## src/rtl/apb_master_if.sv

```systemverilog
// Command/response port plus APB bus of the single-outstanding APB requester.
// The master modport is the requester's view; slave is the peripheral/client side.
interface apb_master_if #(
  parameter int ADDR_WIDTH = 8,
  parameter int DATA_WIDTH = 8
);
  logic                  cmd_valid;
  logic                  cmd_ready;
  logic                  cmd_write;
  logic [ADDR_WIDTH-1:0] cmd_addr;
  logic [DATA_WIDTH-1:0] cmd_wdata;
  logic                  rsp_valid;
  logic [DATA_WIDTH-1:0] rsp_rdata;
  logic                  rsp_err;
  logic                  psel;
  logic                  penable;
  logic                  pwrite;
  logic [ADDR_WIDTH-1:0] paddr;
  logic [DATA_WIDTH-1:0] pwdata;
  logic [DATA_WIDTH-1:0] prdata;
  logic                  pready;
  logic                  pslverr;

  modport master (
    input  cmd_valid, cmd_write, cmd_addr, cmd_wdata, prdata, pready, pslverr,
    output cmd_ready, rsp_valid, rsp_rdata, rsp_err, psel, penable, pwrite, paddr, pwdata
  );

  modport slave (
    output cmd_valid, cmd_write, cmd_addr, cmd_wdata, prdata, pready, pslverr,
    input  cmd_ready, rsp_valid, rsp_rdata, rsp_err, psel, penable, pwrite, paddr, pwdata
  );
endinterface

```

## src/rtl/apb_master.sv

```systemverilog
// Single-outstanding APB requester: valid/ready command in, SETUP/ACCESS on APB,
// one-cycle response pulse out, with a wait-state timeout that aborts the transfer.
module apb_master #(
  parameter int ADDR_WIDTH = 8,
  parameter int DATA_WIDTH = 8,
  parameter int TIMEOUT    = 16
) (
  input logic          pclk,
  input logic          preset_n,
  apb_master_if.master bus
);
  localparam int CNT_WIDTH = $clog2(TIMEOUT) + 1;
  localparam logic [CNT_WIDTH-1:0] LAST_WAIT = CNT_WIDTH'(TIMEOUT - 1);

  typedef enum logic [1:0] {IDLE, SETUP, ACCESS} state_t;

  state_t               state;
  logic [CNT_WIDTH-1:0] wait_cnt;

  // Only unregistered output: ready is a pure decode of the state register.
  assign bus.cmd_ready = (state == IDLE);

  // NOTE: every register here uses <= so all updates see the pre-edge values.
  always_ff @(posedge pclk or negedge preset_n) begin
    if (!preset_n) begin
      state         <= IDLE;
      wait_cnt      <= '0;
      bus.psel      <= 1'b0;
      bus.penable   <= 1'b0;
      bus.pwrite    <= 1'b0;
      bus.paddr     <= {ADDR_WIDTH{1'b0}};
      bus.pwdata    <= {DATA_WIDTH{1'b0}};
      bus.rsp_valid <= 1'b0;
      bus.rsp_rdata <= {DATA_WIDTH{1'b0}};
      bus.rsp_err   <= 1'b0;
    end else begin
      bus.rsp_valid <= 1'b0;
      case (state)
        IDLE: begin
          if (bus.cmd_valid) begin
            bus.pwrite <= bus.cmd_write;
            bus.paddr  <= bus.cmd_addr;
            bus.pwdata <= bus.cmd_wdata;
            bus.psel   <= 1'b1;
            state      <= SETUP;
          end
        end
        SETUP: begin
          bus.penable <= 1'b1;
          wait_cnt    <= '0;
          state       <= ACCESS;
        end
        ACCESS: begin
          // pready wins over the timeout on the last allowed cycle.
          if (bus.pready) begin
            bus.psel      <= 1'b0;
            bus.penable   <= 1'b0;
            bus.rsp_valid <= 1'b1;
            bus.rsp_err   <= bus.pslverr;
            bus.rsp_rdata <= bus.pwrite ? {DATA_WIDTH{1'b0}} : bus.prdata;
            state         <= IDLE;
          end else if (wait_cnt == LAST_WAIT) begin
            bus.psel      <= 1'b0;
            bus.penable   <= 1'b0;
            bus.rsp_valid <= 1'b1;
            bus.rsp_err   <= 1'b1;
            bus.rsp_rdata <= {DATA_WIDTH{1'b0}};
            state         <= IDLE;
          end else begin
            wait_cnt <= wait_cnt + CNT_WIDTH'(1);
          end
        end
        default: begin
          bus.psel    <= 1'b0;
          bus.penable <= 1'b0;
          state       <= IDLE;
        end
      endcase
    end
  end
endmodule

```

## src/flat_wrapper.sv

```systemverilog
// flat-port wrapper written by rule: the top's interface ports become plain ports
module apb_master_flat 
#(
  parameter int ADDR_WIDTH = 8,
  parameter int DATA_WIDTH = 8,
  parameter int TIMEOUT    = 16
)
  (pclk, preset_n, bus_cmd_valid, bus_cmd_write, bus_cmd_addr, bus_cmd_wdata, bus_prdata, bus_pready, bus_pslverr, bus_cmd_ready, bus_rsp_valid, bus_rsp_rdata, bus_rsp_err, bus_psel, bus_penable, bus_pwrite, bus_paddr, bus_pwdata);
  apb_master_if #(.ADDR_WIDTH(ADDR_WIDTH), .DATA_WIDTH(DATA_WIDTH)) bus_i ();
  input logic pclk;
  input logic preset_n;
  input wire logic [$bits(bus_i.cmd_valid)-1:0] bus_cmd_valid;
  input wire logic [$bits(bus_i.cmd_write)-1:0] bus_cmd_write;
  input wire logic [$bits(bus_i.cmd_addr)-1:0] bus_cmd_addr;
  input wire logic [$bits(bus_i.cmd_wdata)-1:0] bus_cmd_wdata;
  input wire logic [$bits(bus_i.prdata)-1:0] bus_prdata;
  input wire logic [$bits(bus_i.pready)-1:0] bus_pready;
  input wire logic [$bits(bus_i.pslverr)-1:0] bus_pslverr;
  output wire logic [$bits(bus_i.cmd_ready)-1:0] bus_cmd_ready;
  output wire logic [$bits(bus_i.rsp_valid)-1:0] bus_rsp_valid;
  output wire logic [$bits(bus_i.rsp_rdata)-1:0] bus_rsp_rdata;
  output wire logic [$bits(bus_i.rsp_err)-1:0] bus_rsp_err;
  output wire logic [$bits(bus_i.psel)-1:0] bus_psel;
  output wire logic [$bits(bus_i.penable)-1:0] bus_penable;
  output wire logic [$bits(bus_i.pwrite)-1:0] bus_pwrite;
  output wire logic [$bits(bus_i.paddr)-1:0] bus_paddr;
  output wire logic [$bits(bus_i.pwdata)-1:0] bus_pwdata;
  assign bus_i.cmd_valid = bus_cmd_valid;
  assign bus_i.cmd_write = bus_cmd_write;
  assign bus_i.cmd_addr = bus_cmd_addr;
  assign bus_i.cmd_wdata = bus_cmd_wdata;
  assign bus_i.prdata = bus_prdata;
  assign bus_i.pready = bus_pready;
  assign bus_i.pslverr = bus_pslverr;
  assign bus_cmd_ready = bus_i.cmd_ready;
  assign bus_rsp_valid = bus_i.rsp_valid;
  assign bus_rsp_rdata = bus_i.rsp_rdata;
  assign bus_rsp_err = bus_i.rsp_err;
  assign bus_psel = bus_i.psel;
  assign bus_penable = bus_i.penable;
  assign bus_pwrite = bus_i.pwrite;
  assign bus_paddr = bus_i.paddr;
  assign bus_pwdata = bus_i.pwdata;
  apb_master #(.ADDR_WIDTH(ADDR_WIDTH), .DATA_WIDTH(DATA_WIDTH), .TIMEOUT(TIMEOUT)) u_core (.pclk(pclk), .preset_n(preset_n), .bus(bus_i));
endmodule
```

## config.mk

```make
export PLATFORM = sky130hd
export DESIGN_NAME = apb_master_flat
export DESIGN_NICKNAME = d
export VERILOG_FILES = /design/src/rtl/apb_master_if.sv /design/src/rtl/apb_master.sv /design/src/flat_wrapper.sv
export SDC_FILE = /design/constraint.sdc
export NUM_CORES = 1
export LEC_CHECK = 0
export ABC_AREA = 1
export CAP_MARGIN = 0
export CORE_ASPECT_RATIO = 0.7
export CORE_MARGIN = 4
export CORE_UTILIZATION = 40
export DETAILED_ROUTE_END_ITERATION = 7
export GPL_ROUTABILITY_DRIVEN = 0
export GPL_TIMING_DRIVEN = 0
export MAX_ROUTING_LAYER = met4
export PLACE_DENSITY = 0.8
export REMOVE_ABC_BUFFERS = 1
export SLEW_MARGIN = 20
export SYNTH_ARGS = -nofsm -noshare
export SYNTH_HDL_FRONTEND = slang
export SYNTH_SLANG_ARGS = --single-unit
export TNS_END_PERCENT = 10
```

## constraint.sdc

```tcl
create_clock -name pclk -period 1.8 [get_ports pclk]
set_input_delay 0.36 -clock pclk [delete_from_list [all_inputs] [get_ports pclk]]
set_output_delay 0.36 -clock pclk [all_outputs]
set_load 0.02 [all_outputs]
```

==> impl_metrics.tcl <==
# flow metrics
set metrics [dict create \
    critical_path.max_stage_delay_ps 440 \
    clockNetworkAreaShare_pct 3.54 \
    core.rowCount 18 \
    final.hold.worst_slack_ps 473 \
    cts_resized 1 \
    worst_path_top_cell_family_by_delay "flip-flops" \
    proportion_of_power_drawn_by_flip_flops_and_latches_pct 37.3 \
    worst_case_headroom_to_the_max_slew_limit_pct 77.6 \
    grt_pass1_wl_mm 5.81 \
    path_cells "nor2_2 > dlygate4sd2_1" \
    mappedNetlistArea_um2 1460 \
    hold_path_class "input pin to asynchronous set/reset pin" \
    simple_gate_share_pct 31.2 \
    htree_levels 2 \
    async_set_reset_flop_share_out_of_synthesis_pct 100 \
    run_status "completed" \
    worst_pin_slew_ps 336 \
    ys.flops 36 \
    clock_skew_ps 3.25 \
    grt_busiest_layer "met2" \
    yosys_instances 161 \
    clock_network_power_share_pct 14.6 \
    cts_hold_buf 1 \
    non_clk_buf_share_pct 28.0 \
    route.detailed.wl_per_inst_um 12.5 \
    diodes 0 \
    timing.reg2reg.setup_slack_ps 220 \
    dr_wl_met3_um 220 \
    final_core_util_pct 62.4 \
    crit_path_max_fanout 4 \
    cts_tree "yes" \
    design.die.area_um2 4700 \
    pre_cts_slack_ps 153 \
    route.met2.wl_mm 1.62 \
    setup.worst_path.end_class "output port" \
    ctsLongestPathBuffers 2 \
    post_synth_mux_share_pct 0 \
    drtAntennaViolNets 0 \
    crit_end "bus_cmd_ready" \
    final_net_count 258 \
    detail_route.wirelength_mm 3.45 \
    finalClockPeriodUsage_pct 90.9 \
    xor_share_pct 0 \
    final.setup.worst_slack_ps 165 \
    layout.area.seq_um2 901 \
    report.final.slew_viol_count 0 \
    clk_sink_count 36 \
    cell_count_after_placement 268 \
    synth_top_cell_by_count "sky130_fd_sc_hd__nand2_1" \
    inverters_excl_clock 8 \
    combinationalPowerShare_pct 48.1 \
    total_leakage_power_uw 0.00107 \
    postCtsSetupRepairBufs 0 \
    edf_count 0 \
    seq-power_uw 1360 \
    yosys-dominant-comb-family "simple AND/OR/NAND/NOR gates" \
    largest_net_degree_at_the_start_of_global_routing 28 \
    cp.depth 2 \
    r2r_cells 9 \
    top_layer_used "met4" \
    worst_r2r_endpoint "u_core.wait_cnt[3]" \
    pg_comb_uw 1760 \
    power.switching_fraction_pct 39.9 \
    topCellsByArea "sky130_fd_sc_hd__dfrtp_1, sky130_fd_sc_hd__nand2_1, sky130_fd_sc_hd__nand3_1" \
    yosys_most_used_dff "sky130_fd_sc_hd__dfrtp_1" \
    crit_type "flop to output port" \
    drt-initial-drc-count 68 \
    top_power_group "combinational cells" \
    post_dp_cell_area_um2 2100 \
    final_layout_top_logic_cells "sky130_fd_sc_hd__nand2_1, sky130_fd_sc_hd__clkdlybuf4s50_1, sky130_fd_sc_hd__dfrtp_1, sky130_fd_sc_hd__nand3_1" \
    layout.filler_cells 311 \
    cap_viol_max_count 0 \
    powerClk_uw 533 \
    initial_utilization_pct 41.6 \
    power_switching_uw 1460 \
    top_level_ports 60 \
    ys_top_cells_by_count "sky130_fd_sc_hd__nand2_1, sky130_fd_sc_hd__dfrtp_1, sky130_fd_sc_hd__nand3_1" \
    port-buffer-count 59 \
    max_freq_mhz 611 \
    path_clk_slew_ps 70 \
    cp_data_required_time_ps 1440 \
    setup_violations 0 \
    met1_wire_length_mm 1.55 \
    grtUsageMet3_pct 4.59 \
    hold_viol_final 0 \
    gr-total-overflow 0 \
    pwr_density_nw_per_um2 1670 \
    dr_total_vias 1300 \
]
Figure 1. Selected gate families.
(6 px per um)
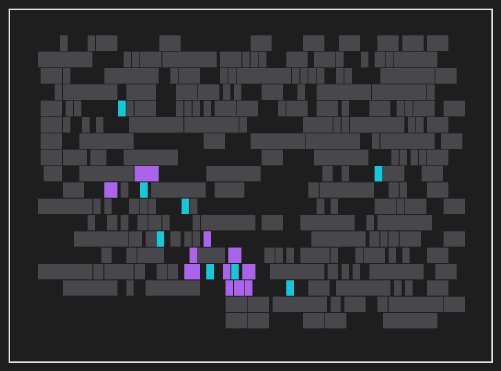
colour	family	cells	most used
cyan	inverters	8	inv_1
purple	NOR gates	11	nor2_1
final cell count without fillers: 276
Top cell excl fill/tap: sky130_fd_sc_hd__nand2_1
logic share of the area: 23.1%

Figure 2. Cell placement.
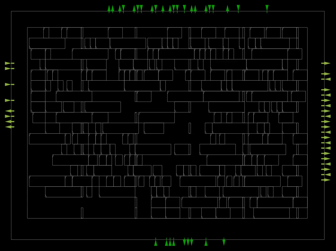
seq_cells: 36
flip-flop and latch share of the layout cell area: 41.1%
count of inserted tapcells: 50

Figure 3. Drive-strength map.
(6 px per um)
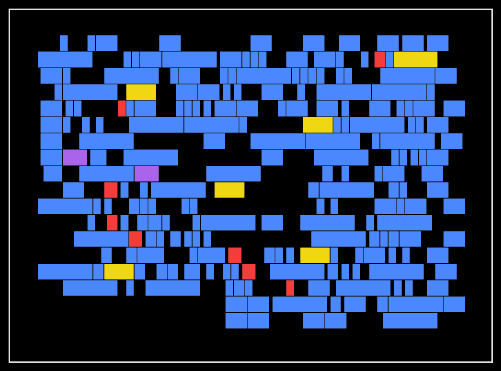
colour	size	cells	share
red	drive 2	8	3.5%
purple	drive 3 to 4	2	0.88%
yellow	drive 6 and up	6	2.7%
blue	drive 1 or less	210	93%
area of all placed cells without fillers: 2190 um2
number of ordinary and repair buffers in the finished layout: 61
area grow syn2layout: 49.9%

Figure 4. Nets reached from selected ports.
(3 px per um)
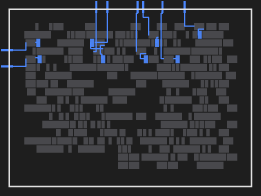
colour	port	bits	direction	edge	end cells	wire
blue	bus_cmd_wdata	8	input	6 top, 2 left	8	119 um

Figure 5. Ports around the boundary.
(6 px per um) Pins as bars across the die edge, other pins in grey.
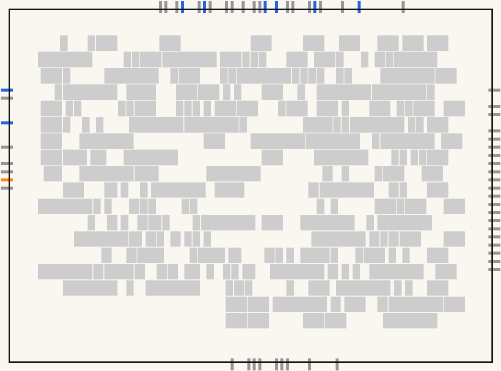
colour	port	pins	direction	edge
orange	bus_cmd_ready	1	output	left
blue	bus_cmd_wdata	8	input	6 top, 2 left
Die Span Y: 58.6 um
die width: 80.2 um

